## src/rtl/noc_pkg.sv

```systemverilog
// ---------------------------------------------------------------------------
// noc_pkg
// Shared NoC tree definitions: flit geometry, flit/address types and the
// round-robin pick used by the merge stages.
// No ports; imported by merge_slot and merge21_arbiter.
// ---------------------------------------------------------------------------
package noc_pkg;

    localparam int unsigned FLIT_W   = 9;
    localparam int unsigned ADDR_MSB = 8;
    localparam int unsigned ADDR_LSB = 5;

    typedef logic [FLIT_W-1:0] flit_t;
    typedef logic [3:0]        addr_t;

    // Source encoding carried on the out_src sideband.
    typedef enum logic {
        SrcIn0 = 1'b0,
        SrcIn1 = 1'b1
    } src_e;

    // Two-way round-robin pick. Returns a one-hot grant vector {g1, g0}, or
    // zero when neither requester is full. On a tie the side that did not
    // win last time is chosen.
    function automatic logic [1:0] rr_pick(input logic full0,
                                           input logic full1,
                                           input logic last_grant);
        logic [1:0] g;
        if (full0 && full1) begin
            g = last_grant ? 2'b01 : 2'b10;
        end else begin
            g = {full1, full0};
        end
        return g;
    endfunction

endpackage

```

## src/rtl/merge_slot.sv

```systemverilog
// ---------------------------------------------------------------------------
// merge_slot
// One-entry holding buffer in front of the merge arbiter. A load captures a
// flit and sets full; a clear empties the slot. The owner guarantees load is
// only asserted while empty and clear only while full, so they never
// coincide.
//
// Ports:
//   CLK        clock, rising edge
//   _RESET     asynchronous active-low reset (slot empty, data zero)
//   load       capture load_data this edge
//   clear      release the held flit this edge
//   load_data  incoming flit
//   full       slot holds a flit
//   data       held flit
// ---------------------------------------------------------------------------
module merge_slot
    import noc_pkg::*;
#(
    parameter int unsigned W = FLIT_W
) (
    input  logic         CLK,
    input  logic         _RESET,
    input  logic         load,
    input  logic         clear,
    input  logic [W-1:0] load_data,
    output logic         full,
    output logic [W-1:0] data
);

    logic         full_q, full_d;
    logic [W-1:0] data_q, data_d;

    always_comb begin
        full_d = full_q;
        data_d = data_q;
        if (load) begin
            full_d = 1'b1;
            data_d = load_data;
        end else if (clear) begin
            full_d = 1'b0;
        end
    end

    always_ff @(posedge CLK or negedge _RESET) begin
        if (!_RESET) begin
            full_q <= 1'b0;
            data_q <= '0;
        end else begin
            full_q <= full_d;
            data_q <= data_d;
        end
    end

    assign full = full_q;
    assign data = data_q;

endmodule

```

## src/rtl/merge21_arbiter.sv

```systemverilog
// ---------------------------------------------------------------------------
// merge21_arbiter
// 2-to-1 NoC merge stage. Each input feeds a one-entry slot; a round-robin
// arbiter moves one slot per cycle into a registered output stage. Flits pass
// through unmodified; out_src tells downstream which input a flit came from.
//
// Input readys depend only on slot state (no combinational path from
// out_ready), so a single input sustains one flit every two cycles while two
// active inputs together reach one flit per cycle.
//
// Optional build macro MERGE21_GRANT_CNT_EN adds two saturating per-input
// grant counters (grant_cnt0/grant_cnt1, CNT_W bits).
//
// Ports:
//   CLK, _RESET            clock / asynchronous active-low reset
//   in0_data/valid/ready   input channel 0 (upstream decoder A)
//   in1_data/valid/ready   input channel 1 (upstream decoder B)
//   out_data/valid/ready   merged output channel
//   out_src                0 = from in0, 1 = from in1
//   grant_cnt0/1           grant counters (MERGE21_GRANT_CNT_EN only)
// ---------------------------------------------------------------------------
module merge21_arbiter
    import noc_pkg::*;
#(
    parameter int unsigned W     = FLIT_W,
    parameter int unsigned CNT_W = 16
) (
    input  logic             CLK,
    input  logic             _RESET,
    input  logic [W-1:0]     in0_data,
    input  logic             in0_valid,
    output logic             in0_ready,
    input  logic [W-1:0]     in1_data,
    input  logic             in1_valid,
    output logic             in1_ready,
    output logic [W-1:0]     out_data,
    output logic             out_valid,
    input  logic             out_ready,
    output logic             out_src
`ifdef MERGE21_GRANT_CNT_EN
    ,
    output logic [CNT_W-1:0] grant_cnt0,
    output logic [CNT_W-1:0] grant_cnt1
`endif
);

    // ------------------------------------------------------------------
    // Input slots
    // ------------------------------------------------------------------
    logic         slot0_full, slot1_full;
    logic [W-1:0] slot0_data, slot1_data;
    logic         slot0_load, slot1_load;
    logic [1:0]   grant;

    assign in0_ready  = !slot0_full;
    assign in1_ready  = !slot1_full;
    assign slot0_load = in0_valid && !slot0_full;
    assign slot1_load = in1_valid && !slot1_full;

    merge_slot #(
        .W (W)
    ) u_slot0 (
        .CLK       (CLK),
        ._RESET    (_RESET),
        .load      (slot0_load),
        .clear     (grant[0]),
        .load_data (in0_data),
        .full      (slot0_full),
        .data      (slot0_data)
    );

    merge_slot #(
        .W (W)
    ) u_slot1 (
        .CLK       (CLK),
        ._RESET    (_RESET),
        .load      (slot1_load),
        .clear     (grant[1]),
        .load_data (in1_data),
        .full      (slot1_full),
        .data      (slot1_data)
    );

    // ------------------------------------------------------------------
    // Arbitration and output register
    // ------------------------------------------------------------------
    logic         out_valid_q, out_valid_d;
    logic [W-1:0] out_data_q,  out_data_d;
    src_e         out_src_q,   out_src_d;
    src_e         last_grant_q, last_grant_d;
    logic         loadable;

    // Output stage may take a new flit when empty or being drained this edge.
    assign loadable = !out_valid_q || out_ready;

    always_comb begin
        grant        = 2'b00;
        out_valid_d  = out_valid_q;
        out_data_d   = out_data_q;
        out_src_d    = out_src_q;
        last_grant_d = last_grant_q;

        if (loadable) begin
            grant = rr_pick(slot0_full, slot1_full, last_grant_q == SrcIn1);
            unique case (grant)
                2'b01: begin
                    out_valid_d  = 1'b1;
                    out_data_d   = slot0_data;
                    out_src_d    = SrcIn0;
                    last_grant_d = SrcIn0;
                end
                2'b10: begin
                    out_valid_d  = 1'b1;
                    out_data_d   = slot1_data;
                    out_src_d    = SrcIn1;
                    last_grant_d = SrcIn1;
                end
                default: begin
                    // Nothing to send: an idle stage stays idle and a
                    // draining stage empties. Data/src keep their last value.
                    out_valid_d = 1'b0;
                end
            endcase
        end
    end

    always_ff @(posedge CLK or negedge _RESET) begin
        if (!_RESET) begin
            out_valid_q  <= 1'b0;
            out_data_q   <= '0;
            out_src_q    <= SrcIn0;
            // Pretend in1 won last so in0 takes the first tie.
            last_grant_q <= SrcIn1;
        end else begin
            out_valid_q  <= out_valid_d;
            out_data_q   <= out_data_d;
            out_src_q    <= out_src_d;
            last_grant_q <= last_grant_d;
        end
    end

    assign out_valid = out_valid_q;
    assign out_data  = out_data_q;
    assign out_src   = out_src_q;

    // ------------------------------------------------------------------
    // Optional grant counters
    // ------------------------------------------------------------------
`ifdef MERGE21_GRANT_CNT_EN
    logic [CNT_W-1:0] cnt0_q, cnt0_d;
    logic [CNT_W-1:0] cnt1_q, cnt1_d;

    function automatic logic [CNT_W-1:0] sat_inc(input logic [CNT_W-1:0] c);
        return (&c) ? c : c + CNT_W'(1);
    endfunction

    always_comb begin
        cnt0_d = cnt0_q;
        cnt1_d = cnt1_q;
        if (grant[0]) cnt0_d = sat_inc(cnt0_q);
        if (grant[1]) cnt1_d = sat_inc(cnt1_q);
    end

    always_ff @(posedge CLK or negedge _RESET) begin
        if (!_RESET) begin
            cnt0_q <= '0;
            cnt1_q <= '0;
        end else begin
            cnt0_q <= cnt0_d;
            cnt1_q <= cnt1_d;
        end
    end

    assign grant_cnt0 = cnt0_q;
    assign grant_cnt1 = cnt1_q;
`else
    // Counter width only matters when the counters are built.
    logic unused_cnt_w;
    assign unused_cnt_w = (CNT_W != 0);
`endif

endmodule
```

## config.mk

```make
export PLATFORM = sky130hd
export DESIGN_NAME = merge21_arbiter
export DESIGN_NICKNAME = d
export VERILOG_FILES = /design/src/rtl/noc_pkg.sv /design/src/rtl/merge_slot.sv /design/src/rtl/merge21_arbiter.sv
export SDC_FILE = /design/constraint.sdc
export NUM_CORES = 1
export LEC_CHECK = 0
export ABC_CLOCK_PERIOD_IN_PS = 2500
export CORE_AREA = 2 2 58 60
export CTS_CLUSTER_DIAMETER = 50
export DETAILED_ROUTE_END_ITERATION = 10
export DIE_AREA = 0 0 60 62
export GPL_TIMING_DRIVEN = 0
export PLACE_DENSITY = 0.81
export SLEW_MARGIN = 20
export SYNTH_ARGS = -nofsm -noshare
export SYNTH_HDL_FRONTEND = slang
export SYNTH_HIERARCHICAL = 1
export SYNTH_SLANG_ARGS = --single-unit
export TNS_END_PERCENT = 30
```

## constraint.sdc

```tcl
create_clock -name CLK -period 2.5 [get_ports CLK]
set_clock_uncertainty 0.2 [all_clocks]
set_input_delay 0.5 -clock CLK [delete_from_list [all_inputs] [get_ports CLK]]
set_output_delay 0.5 -clock CLK [all_outputs]
set_load 0.005 [all_outputs]
```

Fig. 1: run 1, cell sizes after repair
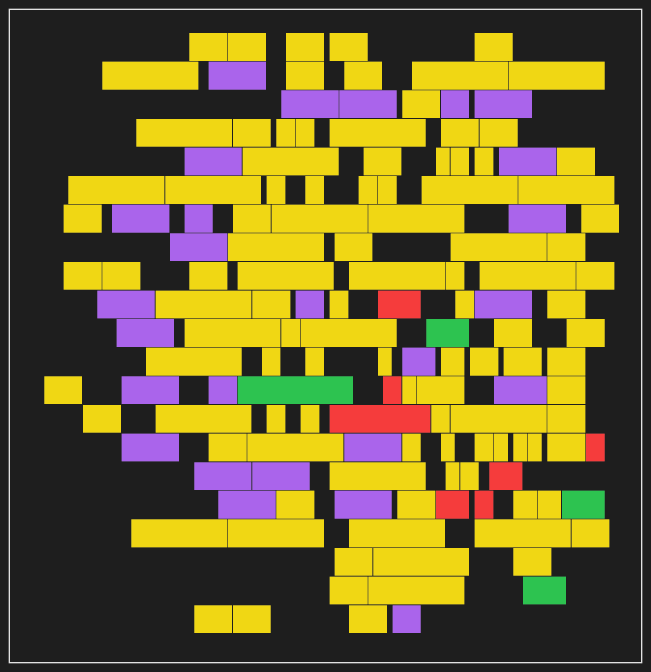
Key: x3 and x4 = purple [cells 26]; x2 = red [cells 7]; x6 and larger = green [cells 4]; x1 and smaller = yellow [cells 107]

Fig. 2: run 1, cell outlines without signal wires
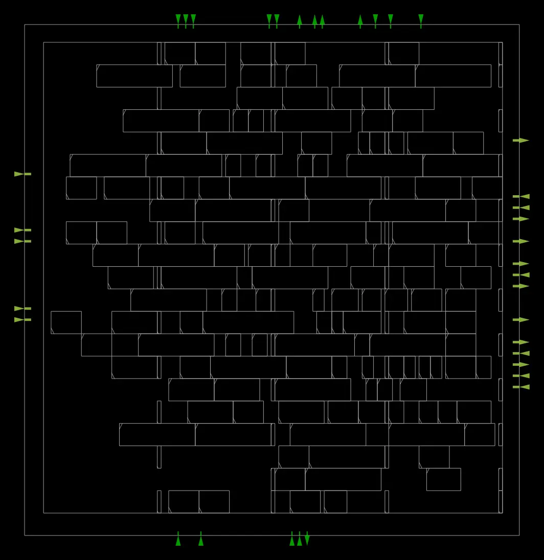
flop count: 32
Tapcells: 46

Fig. 3: run 1, zoomed window
Scale bar: 10 µm. Window x 18 to 43, y 31 to 56 µm. Cells in gray, sequential cells in the stronger gray; small squares are vias.
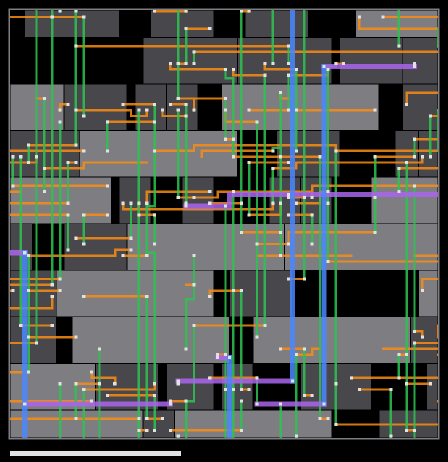
Key: M3 = purple; M1 = orange; M4 = blue; M2 = green
Netlist names of flops here include out_data (5), u_slot0/data (3), u_slot1/data (3). Most frequent: dfrtp_1 (12), o21ai_0 (10), clkdlybuf4s50_1 (6). 41 logic cells have their middle in the window. Sequential cells in the window: 12.

run 1: registers in the layout, indices dropped and copies added, names as in the netlist:
register / flops
u_slot1/full: 1
out_valid: 1
out_data: 9
u_slot0/data: 9
u_slot1/data: 9
out_src: 1
last_grant_q: 1
u_slot0/full: 1
run 1: synthesized netlist by cell type (all sizes together):
library cell and n:
or2 1, a21oi 1, inv 4, nor2 1, buf 4, mux2 20, dfstp 1, nor2b 3
mux2i 9, ha 1, dfrtp 31, a21o 2, o21ai 19, nand2b 1, and2b 1, clkbuf 2
run 1: worst max-delay path by stage:
stage / start / end / slack [ns] / cells after the start
final: u_slot1/full$_DFFE_PN0P_ / in1_ready / 0.46 / 2
after detailed placement: out_ready / last_grant_q$_DFFE_PN1P_ / 0.50 / 5
after CTS: u_slot1/full$_DFFE_PN0P_ / in1_ready / 0.45 / 2
after global routing: u_slot1/full$_DFFE_PN0P_ / in1_ready / 0.40 / 2
after global placement: _RESET / u_slot0/data[1]$_DFFE_PN0P_ / 0.20 / 1
after floorplan: last_grant_q$_DFFE_PN1P_ / last_grant_q$_DFFE_PN1P_ / 0.64 / 5
run 1: report_power, final:
group / internal [mW] / total, mW / switching, mW
Clock: 0.210 / 0.389 / 0.179
Sequential: 0.792 / 0.947 / 0.155
Combinational: 0.734 / 1.22 / 0.482
run 1: per-layer routing:
metal  global-route usage, %  vias up  wire [µm]
met5                       0        -          0
met4                    13.0        0         69
met3                    4.14        9        148
met2                    27.6       35       1380
met1                    21.3      463       1180
li1                        -      436          -
run 1: stage by stage:
step | cells | hold WS, ns
after floorplan | 101 | 0.00441
after global placement | 182 | 0.293
final | 190 | -0.00472
after global routing | 190 | 0.0438
after CTS | 190 | 0.00783
after detailed placement | 182 | 0.295
==> run summary, run 1 <==
flow finished, numbers: status finished with violations, failing checks negative hold slack, Synth mux share 27.0%, Max Fclk 491 MHz, Startpoint Class flop, via count 943, Yosys top cell by area dfrtp_1, Placement Setup Slack 0.497 ns, first-pass GRT wire length 4510 µm, die area 3720 µm², average wire per cell in the routed design 14.7 µm, DR pass1 iterations 4, Mapped Nets about 130, Cells after Synth 101, leakage dissipation 0.851 nW, ratio of final minimum period to clock period 81.5%, most frequent logic cell in the layout clkdlybuf4s50_1, hold slack -0.00472 ns, clock buf count 6, Fin Setup TNS 0 ns, RSZ-0062 raised after global routing false, Largest cells by area dfrtp_1 54%, mux2_4 20%, mux2i_1 6.3%, flop share of the area 42.0%, sequential share of the synthesized area 56.0%, die height around 62 µm, R2R setup slack 0.55 ns, endpoints failing hold 11, Logic cell area around 570 µm², Worst path max stage delay 0.50 ns, Simple-Gate Area Share 3.67%
==> run 1 -> run 2 <==
Settings changed: ABC_CLOCK_PERIOD_IN_PS 2500 to 1700, CORE_AREA 2 2 58 60 to 2 2 61 63, DIE_AREA 0 0 60 62 to 0 0 63 65, PLACE_DENSITY 0.81 to 0.78.
Clock period 2.5 ns to 1.7 ns, I/O delays scaled along.
Fig. 4: run 2, routed clock nets over the placement
Scale bar: 20 µm.
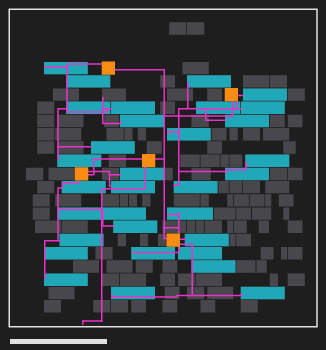
Key: clock wires = magenta [length 383 µm]; flip-flops = cyan [count 32]; clock-net drivers = orange [count 5]
There are 6 routed clock nets.

Fig. 5: run 2, cell outlines without signal wires
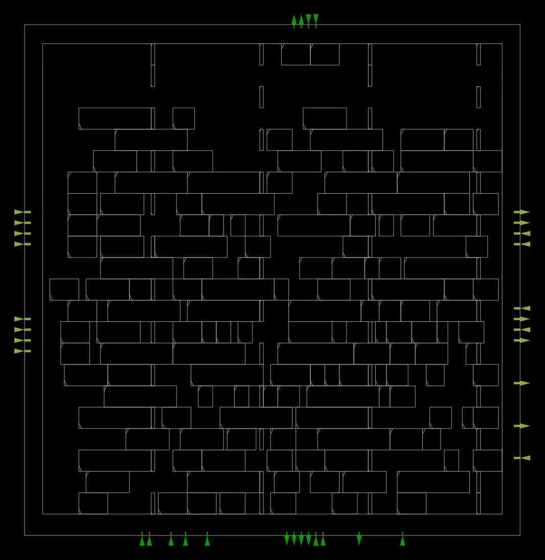
fin cells: 196
flop share of the area: 40.9%
post-layout util: 56.1%
filler cell count: 308
Tapcells: 48

Fig. 6: run 2, zoomed window
Scale bar: 10 µm. Window x 19 to 44, y 33 to 58 µm. Cells in gray, sequential cells in the stronger gray; small squares are vias.
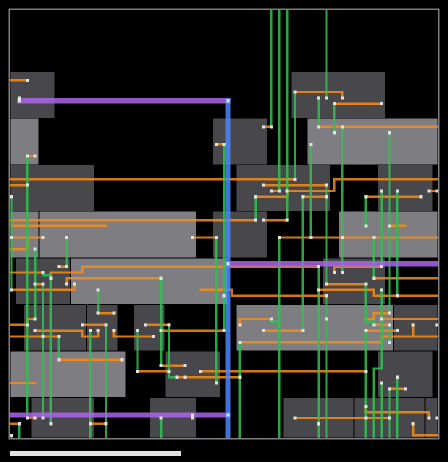
Key: M2 = green; M3 = purple; M4 = blue; M1 = orange
25 logic cells have their middle in the window. Netlist names of flops here include out_data (3), u_slot1/data (2). Most frequent: dfrtp_1 (6), o21ai_2 (4), mux2i_1 (3). Sequential cells in the window: 6.

==> run 2 against run 1 <==
Effect of this change:
- the run ends with negative setup slack left
- sequential share of layout area fell by 1.0 points
- final cell count grew 3.2%
- highest routed layer unchanged
- setup slack lost 0.65 ns
- largest cell class unchanged
==> run summary, run 2 <==
flow finished, numbers: leakage dissipation 0.908 nW, failing checks negative setup slack, fraction of registers with async set/reset 100%, Synth top cell by count dfrtp_1, ratio of final minimum period to clock period 111%, hold slack around 0.3 ns, M3 GR Usage 4.34%, sequential share of the synthesized area 56.0%, Fin Setup TNS -0.547 ns, Largest cells by area dfrtp_1 54%, mux2_4 20%, mux2i_1 6.3%, endpoints failing hold 0, setup violators final 11, busiest grt layer met2, average wire per cell in the routed design 14.5 µm, DR pass1 iterations 4, Cells after Synth 101, status finished with violations, final setup margin -0.185 ns, R2R setup slack -0.18 ns, die area 4100 µm², Startpoint Class flop, Yosys top cell by area dfrtp_1, die height 65 µm, flip-flops with a built-in enable 0, most frequent cells after synthesis 31 x dfrtp_1, 19 x mux2_4, 18 x o21ai_0, Critical Path Sink last_grant_q$_DFFE_PN1P_, Mapped Nets 125, crit path launch last_grant_q$_DFFE_PN1P_, GR met2 Demand/Resource 27.0%
-- run 2: netlist changes by cell type in the layout (fill, tap and decap cells not counted), moves of 2 or more --
cell | previous run | this run
o21ai_1 | 1 | 5
dlygate4sd2_1 | 0 | 13
clkbuf_1 | 3 | 1
buf_4 | 0 | 4
o21ai_2 | 0 | 6
o21ai_0 | 18 | 8
clkdlybuf4s50_1 | 34 | 21
clkbuf_8 | 0 | 2
-- run 2: logic make-up (layout without fill, tap and decap cells) --
family          after synthesis  in the layout  synth area share, %
compound gates               22             22                 8.21
simple gates                  7              7                 3.67
flops                        32             32                 56.0
fa+ha+maj                     1              1                0.873
mux                          29             29                 27.0
buf+inv                      10             57                 4.28
-- run 2: layout make-up --
type	instances	area, µm²	area share (%)
multi-input cells	59	596	30.4
inverters	4	15.0	0.766
plain buffers	6	50.0	2.55
repair buffers	40	373	19.0
clock buffers	7	65.1	3.32
well taps	48	60.1	3.06
flip-flops and latches	32	802	40.9
-- run 2: power breakdown --
group / switching (mW) / total [mW] / internal, mW
Sequential: 0.228 / 1.39 / 1.17
Combinational: 0.817 / 1.96 / 1.14
Clock: 0.238 / 0.472 / 0.234
-- run 2: what timing repair did --
item	in CTS	in global routing
buffers inserted	2	1
hold endpoints to repair	31	0
setup endpoints to repair	24	11
gates cloned	1	0
hold buffers	1	0
gates resized	21	14
pin swaps	1	3
-- run 2: metal layers --
layer,part of all wire [%],vias to the layer above,wire [µm]
met2,51,26,1440
met3,4.1,6,117
met5,0,-,0
met4,2.2,0,61
li1,-,445,-
met1,43,466,1220
-- run 2: worst max-delay path: stages (launching register included) --
cell,delay (ns)
dfstp_2,0.57
o21ai_2,0.07
ha_1,0.31
or2_4,0.25
buf_6,0.13
mux2_4,0.29
==> run 2 -> run 3 <==
Settings changed: SKIP_LAST_GASP set to 1.
==> run 3 against run 2 <==
Effect of this change:
- the flow still finishes with violations (negative setup slack)
- sequential power barely moved
- combinational power rose by 6%
- sequential cell count did not move
- sequential share of layout area fell by 0.52 points
- clock power barely moved
- synthesized area did not move
- final cell count rose by 0.51%
- critical path type unchanged
- highest routed layer unchanged
==> run summary, run 3 <==
flow finished, numbers: status finished with violations, failing checks negative setup slack, Mapped Nets 125, die height 65 µm, crit path launch last_grant_q$_DFFE_PN1P_, critical path depth 5, first-pass GRT wire length 4790 µm, Largest cells by area dfrtp_1 54%, mux2_4 20%, mux2i_1 6.3%, Psw 1.29 mW, setup violators final 22, final setup margin -0.192 ns, CP cell instances o21ai_2, ha_1, or2_4, buf_6, mux2_4, fraction of registers with async set/reset 100%, R2R setup slack -0.19 ns, flip-flops with a built-in enable 0, most frequent logic cell in the layout clkdlybuf4s50_1, via count about 950, average wire per cell in the routed design 14.3 µm, DR pass1 iterations 4, Logic cell area 592 µm², Worst path max stage delay 0.57 ns, Sequential Power between 1 and 1.5 mW, sequential share of the synthesized area 56.0%, RSZ-0062 raised after global routing true, Max Fclk 529 MHz, sequential share of power 35.5%, endpoints failing hold 0, Yosys top cell by area dfrtp_1, most frequent cells after synthesis 31 x dfrtp_1, 19 x mux2_4, 18 x o21ai_0
## run 3: cell counts after synthesis
Identical to the previous run, type by type.
## run 3: cells by family (layout without fill, tap and decap cells)
| kind of cell | Yosys count | after routing | share of synthesized area (%) |
|---|---|---|---|
| DFF | 32 | 32 | 56.0 |
| and+or+nand+nor | 7 | 7 | 3.67 |
| adders and majority gates | 1 | 1 | 0.873 |
| AOI/OAI and AO/OA | 22 | 22 | 8.21 |
| buffers and inverters | 10 | 58 | 4.28 |
| muxes | 29 | 29 | 27.0 |
## run 3: timing repair
| action | CTS | global route |
|---|---|---|
| hold buffers | 1 | 0 |
| gates resized | 7 | 16 |
| setup endpoints to repair | 24 | 23 |
| buffers inserted | 2 | 2 |
| hold endpoints to repair | 31 | 0 |
| pin swaps | 1 | 3 |
| cloned | 1 | 0 |
## run 3: through the flow
step | worst slack (ns) | hold WS (ns) | cells
floorplan | -0.105 | -0.156 | 101
global placement | -0.389 | 0.293 | 184
detailed placement | -0.156 | 0.220 | 184
CTS | -0.167 | 0.321 | 195
global route | -0.237 | 0.340 | 197
finish | -0.192 | 0.314 | 197
## run 3: per-layer routing
| layer | track usage (%) | wire [µm] | up-vias |
|---|---|---|---|
| met1 | 18.0 | 1220 | 465 |
| met4 | 7.50 | 61 | 0 |
| met5 | 0 | 0 | - |
| met3 | 4.34 | 125 | 6 |
| met2 | 26.9 | 1410 | 30 |
| li1 | - | - | 447 |
## run 3: cell type report
cell class | count | share of cell area (%)
Timing Repair Buffer | 41 | 20.0
Buffer | 6 | 2.71
Inverter | 4 | 0.756
Tap cell | 48 | 3.02
Clock buffer | 7 | 3.28
Sequential cell | 32 | 40.4
Multi-Input combinational cell | 59 | 29.8
Fig. 7: run 3, routed clock nets over the placement
Scale bar: 20 µm.
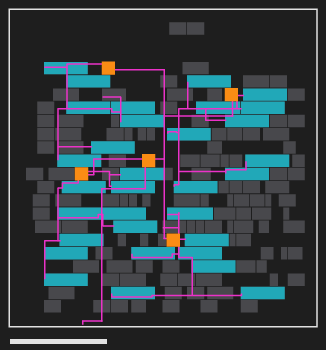
Key: flip-flops = cyan [count 32]; clock-net drivers = orange [count 5]; clock wires = magenta [length 382 µm]
There are 6 routed clock nets.
Power Clock: 473 µW
clk_lat worst skew: 0.33 ns
Clock power frac: 12.0%

Fig. 8: run 3, wire density map
13 x 13 tiles, from dark blue (low) to red (high), scaled to the fullest tile. Values are wire area over tile area, all layers added.
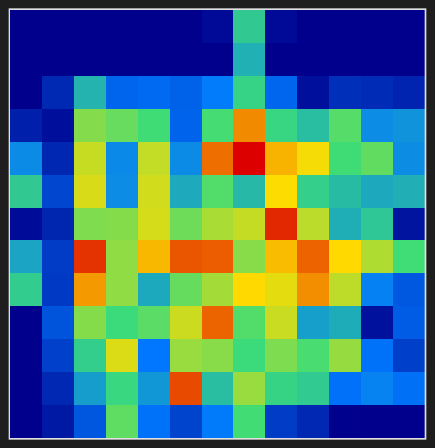
36% of the tiles are over half the peak. The mean over all tiles is 0.11. The fullest tile reaches 0.30. 18% of the tiles are nearly empty. The densest ninth of the die: middle.

Fig. 9: run 3, cell outlines without signal wires
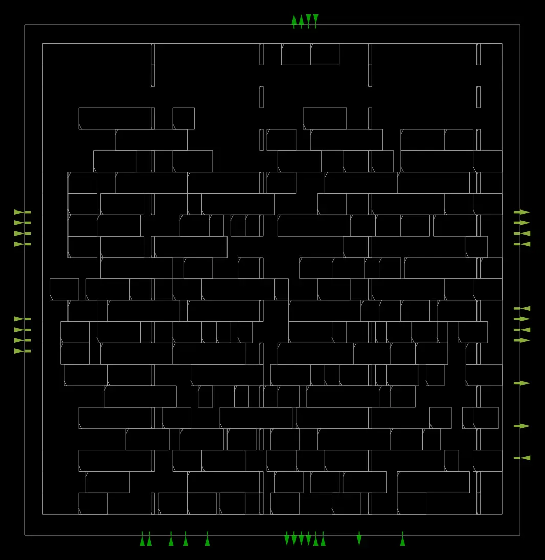
post-layout util: 56.8%
# rows: 22

Power figures rest on the tool's default switching activity, not on a simulated workload.
